[src/rtl/vector_logic_gate.sv]
// Element-wise bitwise logic over a vector of operand pairs.
// Each pair is collected in any order, then one result is emitted per pair.
module vector_logic_gate #(
    parameter int DATA_SIZE    = 64,
    parameter int CONTROL_SIZE = 3
) (
    input  logic                    CLK,
    input  logic                    RST,
    input  logic                    START,
    output logic                    READY,
    input  logic [CONTROL_SIZE-1:0] OPERATION,
    input  logic [DATA_SIZE-1:0]    SIZE_IN,
    input  logic                    DATA_A_IN_ENABLE,
    input  logic                    DATA_B_IN_ENABLE,
    input  logic [DATA_SIZE-1:0]    DATA_A_IN,
    input  logic [DATA_SIZE-1:0]    DATA_B_IN,
    output logic                    DATA_OUT_ENABLE,
    output logic [DATA_SIZE-1:0]    DATA_OUT
);

    typedef enum logic [1:0] {
        STARTER_STATE,
        INPUT_STATE,
        ENDER_STATE
    } state_t;

    state_t                  state;
    logic [CONTROL_SIZE-1:0] operation_r;
    logic [DATA_SIZE-1:0]    size_r;
    logic [DATA_SIZE-1:0]    index;
    logic [DATA_SIZE-1:0]    last_index;
    logic [DATA_SIZE-1:0]    data_a;
    logic [DATA_SIZE-1:0]    data_b;
    logic [DATA_SIZE-1:0]    gate_result;
    logic                    data_a_flag;
    logic                    data_b_flag;
    logic                    pair_done;

    // A zero-length request still produces exactly one element.
    always_comb begin
        last_index = '0;
        if (size_r != '0)
            last_index = size_r - DATA_SIZE'(1);
    end

    always_comb begin
        gate_result = '0;
        case (operation_r)
            CONTROL_SIZE'(0): gate_result = data_a & data_b;
            CONTROL_SIZE'(1): gate_result = data_a | data_b;
            CONTROL_SIZE'(2): gate_result = data_a ^ data_b;
            CONTROL_SIZE'(3): gate_result = ~(data_a & data_b);
            CONTROL_SIZE'(4): gate_result = ~(data_a | data_b);
            CONTROL_SIZE'(5): gate_result = ~(data_a ^ data_b);
            CONTROL_SIZE'(6): gate_result = ~data_a;
            default:          gate_result = data_a;
        endcase
    end

    assign pair_done = (data_a_flag | DATA_A_IN_ENABLE) & (data_b_flag | DATA_B_IN_ENABLE);

    always_ff @(posedge CLK) begin
        if (!RST) begin
            state           <= STARTER_STATE;
            operation_r     <= '0;
            size_r          <= '0;
            index           <= '0;
            data_a          <= '0;
            data_b          <= '0;
            data_a_flag     <= 1'b0;
            data_b_flag     <= 1'b0;
            READY           <= 1'b0;
            DATA_OUT_ENABLE <= 1'b0;
            DATA_OUT        <= '0;
        end else begin
            READY           <= 1'b0;
            DATA_OUT_ENABLE <= 1'b0;
            case (state)
                STARTER_STATE: begin
                    if (START) begin
                        operation_r <= OPERATION;
                        size_r      <= SIZE_IN;
                        index       <= '0;
                        data_a_flag <= 1'b0;
                        data_b_flag <= 1'b0;
                        state       <= INPUT_STATE;
                    end
                end
                INPUT_STATE: begin
                    if (DATA_A_IN_ENABLE) begin
                        data_a      <= DATA_A_IN;
                        data_a_flag <= 1'b1;
                    end
                    if (DATA_B_IN_ENABLE) begin
                        data_b      <= DATA_B_IN;
                        data_b_flag <= 1'b1;
                    end
                    if (pair_done)
                        state <= ENDER_STATE;
                end
                ENDER_STATE: begin
                    DATA_OUT        <= gate_result;
                    DATA_OUT_ENABLE <= 1'b1;
                    data_a_flag     <= 1'b0;
                    data_b_flag     <= 1'b0;
                    if (index == last_index) begin
                        READY <= 1'b1;
                        state <= STARTER_STATE;
                    end else begin
                        index <= index + DATA_SIZE'(1);
                        state <= INPUT_STATE;
                    end
                end
                default: state <= STARTER_STATE;
            endcase
        end
    end

endmodule
[config.mk]
export PLATFORM = sky130hd
export DESIGN_NAME = vector_logic_gate
export DESIGN_NICKNAME = d
export VERILOG_FILES = /design/src/rtl/vector_logic_gate.sv
export SDC_FILE = /design/constraint.sdc
export NUM_CORES = 1
export LEC_CHECK = 0
export ABC_CLOCK_PERIOD_IN_PS = 8400
export CAP_MARGIN = 20
export CORE_AREA = 2 2 215 217
export CTS_CLUSTER_DIAMETER = 100
export DETAILED_ROUTE_END_ITERATION = 16
export DIE_AREA = 0 0 217 219
export PLACE_DENSITY_LB_ADDON = 0.12
export SLEW_MARGIN = 20
export SYNTH_ARGS = -nofsm -noshare
export SYNTH_HDL_FRONTEND = slang
export SYNTH_SLANG_ARGS = --single-unit
[constraint.sdc]
create_clock -name CLK -period 8.4 [get_ports CLK]
set_input_delay 1.68 -clock CLK [delete_from_list [all_inputs] [get_ports CLK]]
set_output_delay 1.68 -clock CLK [all_outputs]
set_load 0.05 [all_outputs]
==> flow_metrics.env, run 1 <==
# physical design summary
export IMPL_status="finished clean"
export IMPL_end_kind="register"
export IMPL_critPathSlowestCell="nor4_2"
export IMPL_fp_utilization_pct=49.7
export IMPL_syn_num_nets=3428
export IMPL_async_reset_ff_share_pct=0
export IMPL_inv_count=198
export IMPL_cp_top_family="simple AND/OR/NAND/NOR gates"
export IMPL_wirelength_mm=80.4
export IMPL_crit_path_end="index[44]"
export IMPL_met3_usage_pct=5.27
export IMPL_nFlopsAndLatches=329
export IMPL_num_rows=78
export IMPL_core_um2=45100
export IMPL_overflow=0
export IMPL_n_tap_cell=600
export IMPL_num_nets_final=3541
export IMPL_largest_cell_class="multi-input combinational cells"
export IMPL_grt_pass1_vias=22000
export IMPL_via_count=22900
export IMPL_nClkBuffers=59
export IMPL_ys_cells=3098
export IMPL_met2_usage_pct=58.7
export IMPL_reg2reg_slack_ps=2300
export IMPL_top_layer="met5"
export IMPL_wl_met2_mm=39.7
export IMPL_holdWs_ps=464
export IMPL_compound_area_share_pct=24.3
run 1: flip-flops by register name, summed over array words and instances (netlist names):
name	count
index	64
data_a	64
DATA_OUT_ENABLE	1
data_a_flag	1
size_r	64
DATA_OUT	64
operation_r	3
READY	1
data_b	64
data_b_flag	1
state	2
run 1: cell usage after synthesis (5+ instances only):
cell / instances / share of area [%]
nand2_1: 657 / 11
dfxtp_1: 329 / 29
a21boi_0: 225 / 7.5
a21oi_1: 204 / 4.6
clkbuf_1: 200 / 3.3
inv_1: 198 / 3.3
nor2_1: 162 / 2.7
o21ai_0: 134 / 3.0
ha_1: 130 / 7.3
and2_1: 61 / 1.7
nor3_1: 57 / 1.3
o211ai_1: 57 / 1.9
nand3_1: 54 / 1.2
nor4_1: 54 / 1.5
nand4_1: 52 / 1.5
xnor2_1: 51 / 2.0
mux2i_1: 47 / 2.1
a211oi_1: 44 / 1.5
o221ai_1: 42 / 1.6
or3_1: 24 / 0.67
and3_1: 22 / 0.61
nor2b_1: 20 / 0.56
or4_1: 20 / 0.67
xor2_1: 18 / 0.70
a21o_1: 16 / 0.54
buf_1: 15 / 0.25
nand2b_1: 15 / 0.42
a22oi_1: 14 / 0.47
or2_2: 12 / 0.33
a31o_2: 10 / 0.39
o31ai_1: 10 / 0.33
mux2_2: 9 / 0.45
and4_1: 8 / 0.31
nand4b_1: 8 / 0.31
nor3b_1: 8 / 0.27
o21ai_1: 7 / 0.16
o22ai_1: 7 / 0.20
a31oi_1: 6 / 0.17
o41ai_1: 6 / 0.23
buf_2: 5 / 0.11
run 1: power by group:
part | switching (mW) | internal [mW] | leakage (nW)
clock | 0.695 | 0.962 | 0.600
sequential | 0.0837 | 1.61 | 2.67
combinational | 0.542 | 0.350 | 6.18
### Selected gate families, run 1

Scale bar: 50 um.
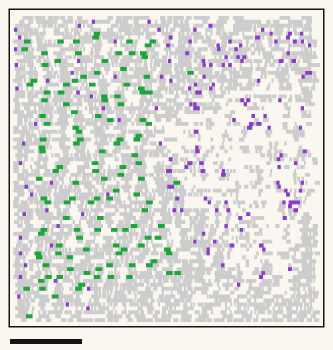
Purple is and/or cells, cells 161, where spread over the die. Green is fa/ha/maj cells, cells 130.

### Nets reached from selected ports, run 1

Scale bar: 50 um.
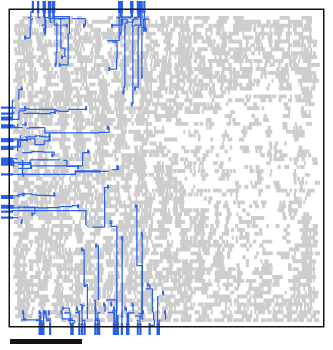
Blue is DATA_B_IN, bits 64, direction input, edge 25 south, 21 west, 18 north, end cells 64, buffers 64, wire 2150 um.

### Wiring by layer, run 1

Scale bar: 50 um.
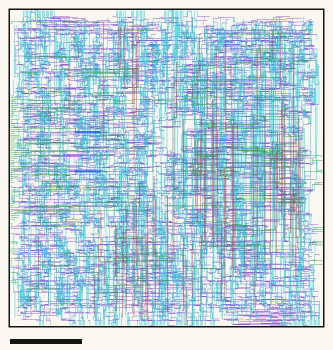
Purple is M1, wire length 31.6 mm. Green is M3, wire length 4430 um. Blue is M5, wire length 33.1 um. Cyan is M2, wire length 39.7 mm. Red is M4, wire length 4620 um.

### Congestion heat map, run 1

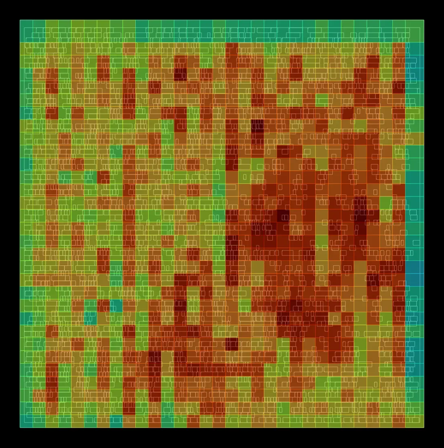

## Run 2: what changed since run 1
--- a/config.mk
+++ b/config.mk
@@ -5,7 +5,7 @@
 export SDC_FILE = /design/constraint.sdc
 export NUM_CORES = 1
 export LEC_CHECK = 0
-export ABC_CLOCK_PERIOD_IN_PS = 8400
+export ABC_CLOCK_PERIOD_IN_PS = 5820
 export CAP_MARGIN = 20
 export CORE_AREA = 2 2 215 217
 export CTS_CLUSTER_DIAMETER = 100
==> constraint.sdc (replaced) <==
create_clock -name CLK -period 5.82 [get_ports CLK]
set_input_delay 1.164 -clock CLK [delete_from_list [all_inputs] [get_ports CLK]]
set_output_delay 1.164 -clock CLK [all_outputs]
set_load 0.05 [all_outputs]
### Congestion heat map, run 2

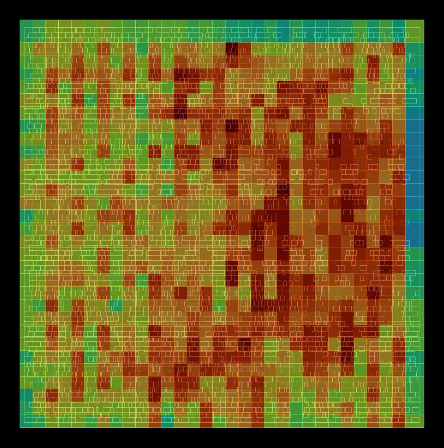
met2 Usage GRT: 59.7%
GR Layer Usage met1: 38.0%
Post-Route Utilization: 59.6%
Total Routing Usage GR: 33.6%

### Selected gate families, run 2

Scale bar: 50 um.
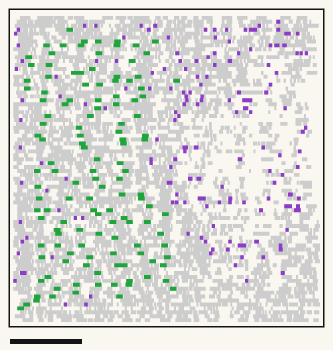
Purple is and/or cells, cells 161, where spread over the die. Green is fa/ha/maj cells, cells 130.

==> flow_metrics.env, run 2 <==
# physical design summary
export IMPL_power_clock_mw=2.70
export IMPL_yosys_top_cells_count="nand2_1, dfxtp_1, a21boi_0"
export IMPL_end_kind="register"
export IMPL_reg2reg_slack_ps=590
export IMPL_syn_to_final_growth_pct=19.9
export IMPL_ys_cells=3098
export IMPL_grt_pass1_vias=22200
export IMPL_num_nets_final=3570
export IMPL_p_int_mw=4.51
export IMPL_overflow=0
export IMPL_p_sw_mw=1.96
export IMPL_num_rows=78
export IMPL_via_count=23200
export IMPL_yosys_area_top_type="dfxtp_1"
export IMPL_top_layer="met5"
export IMPL_critPathSlowestCell="o41ai_1"
export IMPL_syn_num_nets=3428
export IMPL_seq_power_mw=2.46
export IMPL_power_switching_share_pct=30.3
export IMPL_synth_cell_types=79
export IMPL_cp_top_family="simple AND/OR/NAND/NOR gates"
export IMPL_synth_avg_cell_area_um2=7.23
export IMPL_path_clk_slew_ps=60
export IMPL_status="finished clean"
export IMPL_fmax_mhz=191
export IMPL_seqPwrFrac_pct=38.0
export IMPL_top_area_share_pct=29.4
export IMPL_topCellsByArea="dfxtp_1, nand2_1, a21boi_0"
export IMPL_core_um2=45100
export IMPL_pg_comb_mw=1.31
export IMPL_power_leader="the clock network"
export IMPL_worstSetupStartpoint="size_r[6]"
export IMPL_met3_usage_pct=5.47
export IMPL_crit_path_end="index[47]"
export IMPL_post_synth_top_count_cell="nand2_1"
export IMPL_wirelength_mm=81.3
export IMPL_wl_met2_mm=39.8
export IMPL_maxCapViolCount=0
export IMPL_fp_utilization_pct=49.7
export IMPL_async_reset_ff_share_pct=0
export IMPL_pwr_share_comb_pct=20.2
export IMPL_chipArea_um2=47500
export IMPL_worstSetupPathType="reg2reg"
### Nets reached from selected ports, run 2

Scale bar: 50 um.
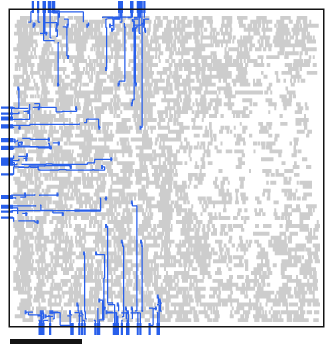
Blue is DATA_B_IN, bits 64, direction input, edge 25 south, 21 west, 18 north, end cells 64, buffers 64, wire 2040 um.

## run 2: tightest hold or removal path, stage by stage (launching register included)
cell and delay (ps):
dfxtp_1 310, nand2_1 50, a21boi_0 60
## run 2: final cells by class
class	instances	area share, %
well taps	600	2.79
flip-flops and latches	329	24.6
clock inverters	16	0.829
inverters	198	2.77
clock buffers	59	4.45
diodes	1	0.00931
repair buffers	322	11.5
multi-input cells	2348	53.1
## run 2: worst min-delay path by stage
stage | startpoint | endpoint | slack [ps] | cells past startpoint
after floorplan | data_a_flag | data_a_flag | 450 | 2
after global placement | DATA_OUT[31] | DATA_OUT[31] | 450 | 2
after detailed placement | DATA_OUT[31] | DATA_OUT[31] | 460 | 2
after CTS | DATA_OUT[31] | DATA_OUT[31] | 470 | 2
after global routing | DATA_OUT[31] | DATA_OUT[31] | 480 | 2
final | DATA_OUT[41] | DATA_OUT[41] | 460 | 2
## run 2: stage by stage
step | power (mW) | instances | hold slack, ps | instance area (um^2) | worst slack, ps
global route | 6.74 | 3872 | 483 | 26900 | 324
CTS | 6.49 | 3872 | 466 | 26900 | 678
finish | 6.48 | 3873 | 464 | 26900 | 588
detailed placement | 3.79 | 3797 | 460 | 25400 | 677
floorplan | 3.28 | 3098 | 453 | 22400 | 1500
global placement | 3.76 | 3797 | 453 | 25400 | 667
## run 2: logic make-up (layout without fill, tap and decap cells)
family	count (synthesis)	count (layout)	synth area share, %
buffers and inverters	421	595	7.13
AOI/OAI and AO/OA	825	825	24.3
muxes	56	56	2.55
DFF	329	329	29.4
xor gates and xnor gates	70	70	2.80
and+or+nand+nor	1267	1267	26.5
adders and majority gates	130	130	7.26
other	0	1	0
Power and IR drop assume default switching activity.
